==> src/rtl/regfile_write_scheduler_if.sv <==
// Writeback request, decode hazard and register-file write bundle for regfile_write_scheduler.
// slave = the scheduler, master = the pipeline side driving requests.
interface regfile_write_scheduler_if #(
  parameter int DATA_W = 32,
  parameter int ADDR_W = 5
);
  logic              alu_valid;
  logic [ADDR_W-1:0] alu_addr;
  logic [DATA_W-1:0] alu_data;
  logic              alu_ready;
  logic              mem_valid;
  logic [ADDR_W-1:0] mem_addr;
  logic [DATA_W-1:0] mem_data;
  logic              mem_ready;
  logic              issue_valid;
  logic [ADDR_W-1:0] issue_addr;
  logic              issue_ready;
  logic [ADDR_W-1:0] rs_addr;
  logic [ADDR_W-1:0] rt_addr;
  logic              rs_busy;
  logic              rt_busy;
  logic              WriteEnable;
  logic [ADDR_W-1:0] write_address;
  logic [DATA_W-1:0] data_in;

  modport slave (
    input  alu_valid, alu_addr, alu_data, mem_valid, mem_addr, mem_data,
           issue_valid, issue_addr, rs_addr, rt_addr,
    output alu_ready, mem_ready, issue_ready, rs_busy, rt_busy,
           WriteEnable, write_address, data_in
  );

  modport master (
    output alu_valid, alu_addr, alu_data, mem_valid, mem_addr, mem_data,
           issue_valid, issue_addr, rs_addr, rt_addr,
    input  alu_ready, mem_ready, issue_ready, rs_busy, rt_busy,
           WriteEnable, write_address, data_in
  );
endinterface

==> src/rtl/regfile_write_scheduler.sv <==
// Arbitrates ALU/load writebacks onto the single register-file write port and keeps a busy scoreboard.
// `define WB_FORWARD_EN adds write-cycle forwarding outputs for RS/RT.
module regfile_write_scheduler #(
  parameter int DATA_W   = 32,
  parameter int ADDR_W   = 5,
  parameter int NUM_REGS = 2**ADDR_W
) (
  input  logic clock,
  input  logic reset,
  regfile_write_scheduler_if.slave bus
`ifdef WB_FORWARD_EN
  ,
  output logic              fwd_rs_valid,
  output logic [DATA_W-1:0] fwd_rs_data,
  output logic              fwd_rt_valid,
  output logic [DATA_W-1:0] fwd_rt_data
`endif
);

  typedef enum logic {SRC_ALU = 1'b0, SRC_MEM = 1'b1} src_e;

  src_e                last_grant, last_grant_nxt;
  logic                grant_alu, grant_mem;
  logic [NUM_REGS-1:0] busy, busy_nxt;
  logic                set_en;

  // Round-robin between the two sources; a lone requester always wins.
  always_comb begin
    grant_alu      = 1'b0;
    grant_mem      = 1'b0;
    last_grant_nxt = last_grant;
    if (bus.alu_valid && (!bus.mem_valid || last_grant == SRC_MEM)) begin
      grant_alu      = 1'b1;
      last_grant_nxt = SRC_ALU;
    end else if (bus.mem_valid) begin
      grant_mem      = 1'b1;
      last_grant_nxt = SRC_MEM;
    end
  end

  assign bus.alu_ready = grant_alu;
  assign bus.mem_ready = grant_mem;

  always_ff @(posedge clock or negedge reset) begin
    if (!reset) last_grant <= SRC_MEM;
    else        last_grant <= last_grant_nxt;
  end

  // Write stage: one cycle deep, so a new grant is accepted every cycle.
  always_ff @(posedge clock or negedge reset) begin
    if (!reset) begin
      bus.WriteEnable   <= 1'b0;
      bus.write_address <= '0;
      bus.data_in       <= '0;
    end else if (grant_alu) begin
      bus.WriteEnable   <= (bus.alu_addr != '0);
      bus.write_address <= bus.alu_addr;
      bus.data_in       <= bus.alu_data;
    end else if (grant_mem) begin
      bus.WriteEnable   <= (bus.mem_addr != '0);
      bus.write_address <= bus.mem_addr;
      bus.data_in       <= bus.mem_data;
    end else begin
      bus.WriteEnable   <= 1'b0;
    end
  end

  // Scoreboard: a bit clears at the posedge ending its write cycle; a same-edge reservation wins.
  assign bus.issue_ready = !busy[bus.issue_addr];
  assign set_en          = bus.issue_valid && bus.issue_ready && (bus.issue_addr != '0);

  always_comb begin
    busy_nxt = busy;
    for (int i = 0; i < NUM_REGS; i++) begin
      if (set_en && bus.issue_addr == ADDR_W'(i))
        busy_nxt[i] = 1'b1;
      else if (bus.WriteEnable && bus.write_address == ADDR_W'(i))
        busy_nxt[i] = 1'b0;
    end
  end

  always_ff @(posedge clock or negedge reset) begin
    if (!reset) busy <= '0;
    else        busy <= busy_nxt;
  end

`ifdef WB_FORWARD_EN
  assign fwd_rs_valid = bus.WriteEnable && (bus.rs_addr != '0) && (bus.write_address == bus.rs_addr);
  assign fwd_rt_valid = bus.WriteEnable && (bus.rt_addr != '0) && (bus.write_address == bus.rt_addr);
  assign fwd_rs_data  = bus.data_in;
  assign fwd_rt_data  = bus.data_in;
  assign bus.rs_busy  = busy[bus.rs_addr] && (bus.rs_addr != '0) && !fwd_rs_valid;
  assign bus.rt_busy  = busy[bus.rt_addr] && (bus.rt_addr != '0) && !fwd_rt_valid;
`else
  assign bus.rs_busy  = busy[bus.rs_addr] && (bus.rs_addr != '0);
  assign bus.rt_busy  = busy[bus.rt_addr] && (bus.rt_addr != '0);
`endif

endmodule

==> src/flat_wrapper.sv <==
// flat-port wrapper written by rule: the top's interface ports become plain ports
module regfile_write_scheduler_flat 
#(
  parameter int DATA_W   = 32,
  parameter int ADDR_W   = 5,
  parameter int NUM_REGS = 2**ADDR_W
)
  (clock, reset, bus_alu_valid, bus_alu_addr, bus_alu_data, bus_mem_valid, bus_mem_addr, bus_mem_data, bus_issue_valid, bus_issue_addr, bus_rs_addr, bus_rt_addr, bus_alu_ready, bus_mem_ready, bus_issue_ready, bus_rs_busy, bus_rt_busy, bus_WriteEnable, bus_write_address, bus_data_in);
  regfile_write_scheduler_if #(.DATA_W(DATA_W), .ADDR_W(ADDR_W)) bus_i ();
  input  logic clock;
  input  logic reset;
  input wire logic [$bits(bus_i.alu_valid)-1:0] bus_alu_valid;
  input wire logic [$bits(bus_i.alu_addr)-1:0] bus_alu_addr;
  input wire logic [$bits(bus_i.alu_data)-1:0] bus_alu_data;
  input wire logic [$bits(bus_i.mem_valid)-1:0] bus_mem_valid;
  input wire logic [$bits(bus_i.mem_addr)-1:0] bus_mem_addr;
  input wire logic [$bits(bus_i.mem_data)-1:0] bus_mem_data;
  input wire logic [$bits(bus_i.issue_valid)-1:0] bus_issue_valid;
  input wire logic [$bits(bus_i.issue_addr)-1:0] bus_issue_addr;
  input wire logic [$bits(bus_i.rs_addr)-1:0] bus_rs_addr;
  input wire logic [$bits(bus_i.rt_addr)-1:0] bus_rt_addr;
  output wire logic [$bits(bus_i.alu_ready)-1:0] bus_alu_ready;
  output wire logic [$bits(bus_i.mem_ready)-1:0] bus_mem_ready;
  output wire logic [$bits(bus_i.issue_ready)-1:0] bus_issue_ready;
  output wire logic [$bits(bus_i.rs_busy)-1:0] bus_rs_busy;
  output wire logic [$bits(bus_i.rt_busy)-1:0] bus_rt_busy;
  output wire logic [$bits(bus_i.WriteEnable)-1:0] bus_WriteEnable;
  output wire logic [$bits(bus_i.write_address)-1:0] bus_write_address;
  output wire logic [$bits(bus_i.data_in)-1:0] bus_data_in;
  assign bus_i.alu_valid = bus_alu_valid;
  assign bus_i.alu_addr = bus_alu_addr;
  assign bus_i.alu_data = bus_alu_data;
  assign bus_i.mem_valid = bus_mem_valid;
  assign bus_i.mem_addr = bus_mem_addr;
  assign bus_i.mem_data = bus_mem_data;
  assign bus_i.issue_valid = bus_issue_valid;
  assign bus_i.issue_addr = bus_issue_addr;
  assign bus_i.rs_addr = bus_rs_addr;
  assign bus_i.rt_addr = bus_rt_addr;
  assign bus_alu_ready = bus_i.alu_ready;
  assign bus_mem_ready = bus_i.mem_ready;
  assign bus_issue_ready = bus_i.issue_ready;
  assign bus_rs_busy = bus_i.rs_busy;
  assign bus_rt_busy = bus_i.rt_busy;
  assign bus_WriteEnable = bus_i.WriteEnable;
  assign bus_write_address = bus_i.write_address;
  assign bus_data_in = bus_i.data_in;
  regfile_write_scheduler #(.DATA_W(DATA_W), .ADDR_W(ADDR_W), .NUM_REGS(NUM_REGS)) u_core (.clock(clock), .reset(reset), .bus(bus_i));
endmodule
==> config.mk <==
export PLATFORM = sky130hd
export DESIGN_NAME = regfile_write_scheduler_flat
export DESIGN_NICKNAME = d
export VERILOG_FILES = /design/src/rtl/regfile_write_scheduler_if.sv /design/src/rtl/regfile_write_scheduler.sv /design/src/flat_wrapper.sv
export SDC_FILE = /design/constraint.sdc
export NUM_CORES = 1
export LEC_CHECK = 0
export CAP_MARGIN = 20
export CORE_UTILIZATION = 40
export CTS_BUF_LIST = sky130_fd_sc_hd__clkbuf_8
export DETAILED_ROUTE_END_ITERATION = 12
export DONT_BUFFER_PORTS = 1
export MAX_ROUTING_LAYER = met4
export PLACE_DENSITY = 0.62
export SYNTH_ARGS = -nofsm -noshare
export SYNTH_HDL_FRONTEND = slang
export SYNTH_SLANG_ARGS = --single-unit
export TNS_END_PERCENT = 10
==> constraint.sdc <==
create_clock -name clock -period 2.82 [get_ports clock]
set_input_delay 0.423 -clock clock [delete_from_list [all_inputs] [get_ports clock]]
set_output_delay 0.423 -clock clock [all_outputs]
set_load 0.02 [all_outputs]
==> changes_impl.md, run 1 <==
## Implementation

- Mux share: 22.1%
- Crit path to: bus_rt_busy
- Seq pwr share: 48.9%
- Worst setup EP type: output pin
- RD Place Congestion: between 0.8 and 0.9
- Switching part of the total: 36.0%
- Largest registers: u_core.bus.data_in (32), u_core.busy (32), u_core.bus.write_address (5)
- Vias after detailed routing: 3049
- Netlist Area Pre-Place: 4250 µm²
- Internal cell power: roughly 2.3 mW
- Endpoints failing setup: 0
- Remaining global-route overflow: 0
- Top comb family, area: multiplexers
- Hold path start: bus_alu_valid
- Sw power: 1.30 mW
- Post-DP Area: ~4200 µm²
- Total tool warning count: 26
- Clock share of power: 22.6%
- Initial Util: 41.1%
- WHS Path Cells: 1
- Count of cell types in the netlist: around 45
- Area grow syn2layout: 5.48%
- Maximum VDD drop: 0.326 mV
- Worst Hold End: u_core.last_grant
- Status: complete, no violations
- Reg-to-reg startpoint: u_core.busy[8]
- Slew HR: between 60% and 70%
- Cell count after synthesis: 388
- Startpoint types: flip-flop
- Flops after synth: 71
- Slew Limit Fails: 0
- Power Combinational: 1.03 mW
- Fillers: 987
- Ys async rst share: 100%
- CP Cell Sequence: mux4_2 -> mux4_2 -> mux2_2
- Antenna Violating Nets Remaining: 0
- Final setup TNS: 0 ns
## run 1: area by class of cell
| class | count | area (µm²) | area share [%] |
|---|---|---|---|
| Clock buffer | 10 | 138 | 3.07 |
| Clock inverter | 6 | 60.1 | 1.34 |
| Tap cell | 136 | 170 | 3.80 |
| Timing Repair Buffer | 7 | 75.1 | 1.68 |
| Sequential cell | 71 | 1780 | 39.7 |
| Multi-Input combinational cell | 282 | 2240 | 50.1 |
| Inverter | 4 | 15.0 | 0.335 |
## run 1: placed cells by master (no fill, tap or decap), types with 3 or more instances in the layout
cell	netlist	final
mux2i_1	43	43
nand3_1	7	7
inv_1	4	4
nand2_1	12	11
or2b_2	4	4
clkinv_2	0	3
nand2b_1	5	5
o31ai_1	12	12
buf_4	2	5
mux4_2	18	18
o31ai_2	19	19
mux2_2	9	9
nor2_1	40	40
dfrtp_1	70	70
a21oi_1	38	38
o21ai_0	36	36
clkbuf_8	3	10
and2b_2	7	7
nor2b_1	4	4
## run 1: per-stage QoR
stage          hold slack (ns)  worst slack, ns
2_1_floorplan            0.127            0.451
3_3_place_gp             0.131            0.549
3_5_place_dp             0.131            0.526
4_1_cts                  0.127            0.314
5_1_grt                  0.156            0.144
6_report                 0.149            0.333
## run 1: what timing repair did
item	in CTS	in global routing
endpoints found under the hold margin	71	0
setup buffers	0	0
hold buffers	2	0
resized	0	0
## run 1: routing by layer
| layer | vias to the layer above | part of all wire, % | GRT usage [%] |
|---|---|---|---|
| met3 | 11 | 7.7 | 5.30 |
| met1 | 1486 | 43 | 26.1 |
| met2 | 136 | 48 | 32.2 |
| met4 | 0 | 1.1 | 6.74 |
| li1 | 1416 | - | - |
| met5 | - | 0 | - |
Run 1, drive-strength map:
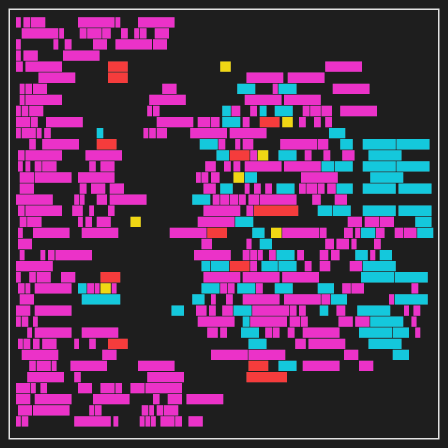
_6 and larger: drawn in red, cells 12. _2 cells: drawn in cyan, cells 69. _0 and _1 cells: drawn in magenta, cells 292. _3 and _4 cells: drawn in yellow, cells 7.

Run 1, where the registers sit:
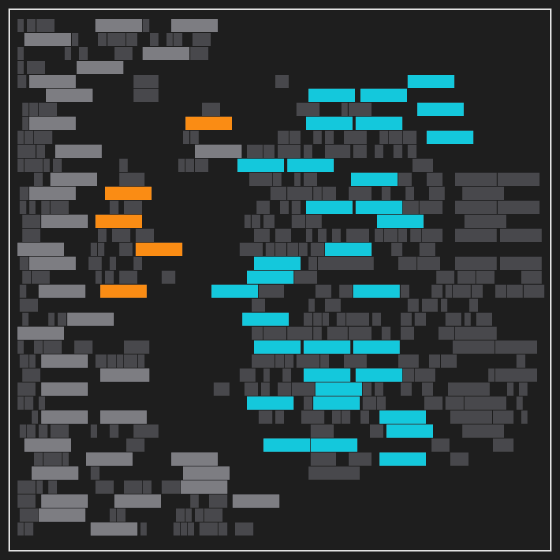
u_core.bus.write_address: drawn in orange, sequential cells 5, where left middle. u_core.busy: drawn in cyan, sequential cells 32.
Another 34 sequential cells are not coloured.

Run 1, placement density heat map:
11 x 11 tiles, from black (low) to pale yellow (high), 0 to 100% covered.
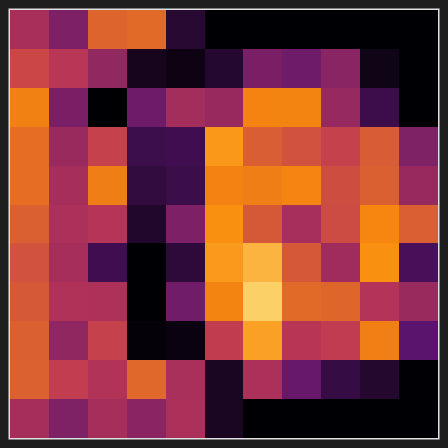
The emptiest ninth of the die: top right. 15% of the tiles are nearly empty. The fullest tile reaches 90%. 5.8% of the tiles are over 75% full. The mean over all tiles is 39%.
area of the core: 10300 µm²
post-route core utilization: 43.4%

==> inputs of run 2 (changes only) <==
CAP_MARGIN = 40   (was 20)
PLACE_DENSITY = not set   (was 0.62)
Run 2, routing congestion map:
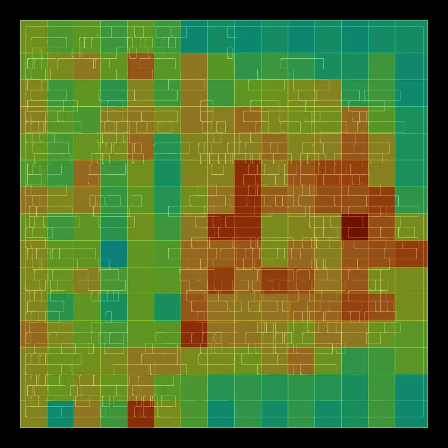
busiest grt layer: met2
all-layer global routing usage: 21.4%
post-route core utilization: 43.9%

==> changes_impl.md, run 2 <==
## Implementation

- Mux share: 22.1%
- Startpoint types: flip-flop
- Count of cell types in the netlist: 45
- Maximum VDD drop: 0.299 mV
- Met1 global-route usage: 25.7%
- Logic cell area: 2240 µm²
- Post-DP Area: 4270 µm²
- Endpoints failing setup: 0
- Setup WS post-layout: approximately 0.32 ns
- Status: complete, no violations
- Ys async rst share: 100%
- Metal-1 WL: between 4 and 5 mm
- Worst hold slack: 0.136 ns
- Initial Util: 41.1%
- Top comb family, area: multiplexers
- Remaining global-route overflow: 0
- Most frequent cells in the layout: 70 x dfrtp_1, 43 x mux2i_1, 40 x nor2_1, 38 x a21oi_1, 36 x o21ai_0
- Top Layer Used: met4
- Netlist Area Pre-Place: 4250 µm²
- Dominant logic cell type in the layout: dfrtp_1
- Final setup TNS: 0 ns
- Largest registers: u_core.bus.data_in (32), u_core.busy (32), u_core.bus.write_address (5)
- Total tool warning count: 26
- FF+latch area: 1780 µm²
- Vias after detailed routing: 3123
- Worst setup EP type: output pin
- Slew HR: 67.0%
## run 2: cell counts after synthesis
Identical to the previous run, type by type.
## run 2: cell families (layout without fill, tap and decap cells)
kind of cell	Yosys count	in the layout
buffers and inverters	35	30
DFF	71	71
and+or+nand+nor	94	94
AOI/OAI and AO/OA	118	118
muxes	70	70
## run 2: final timing paths
| path | start | to | slack (ns) | cells past startpoint |
|---|---|---|---|---|
| worst max-delay path | u_core.busy[4] | bus_rt_busy | 0.32 | 3 |
| worst min-delay path | bus_alu_valid | u_core.last_grant | 0.14 | 1 |
| worst max register to register | u_core.busy[8] | u_core.busy[16] | 0.66 | 7 |
| worst min register to register | u_core.last_grant | u_core.last_grant | 0.49 | 2 |
| max in group asynchronous | reset | u_core.last_grant | 1.87 | 2 |
| min in group asynchronous | reset | u_core.busy[14] | 0.64 | 2 |
## run 2: timing repair
| item | 4_1_cts | 5_1_grt |
|---|---|---|
| resized | 0 | 0 |
| hold buffers | 2 | 0 |
| hold endpoints to repair | 71 | 0 |
## run 2: layout make-up
| type | instances | area share, % |
|---|---|---|
| clock buffers | 9 | 2.73 |
| clock inverters | 7 | 2.27 |
| inverters | 4 | 0.331 |
| multi-input cells | 282 | 49.5 |
| flip-flops and latches | 71 | 39.3 |
| well taps | 136 | 3.76 |
| repair buffers | 10 | 2.15 |
## run 2: worst register-to-register path, cell delays in order, from the launching register on
cell	delay [ns]
dfrtp_1	0.42
nor2b_1	0.14
a2111oi_0	0.43
a221oi_1	0.16
a22oi_2	0.20
nand3_2	0.12
buf_4	0.25
o31ai_1	0.33
## run 2: power by group
part           internal [mW]  leakage, nW  total, mW  switching [mW]
Combinational          0.576        0.858       1.04           0.468
Clock                  0.509        0.111      0.935           0.426
Sequential              1.32        0.809       1.77           0.457
Total                   2.40         1.78       3.75            1.35
Power figures rest on the tool's default switching activity, not on a simulated workload.
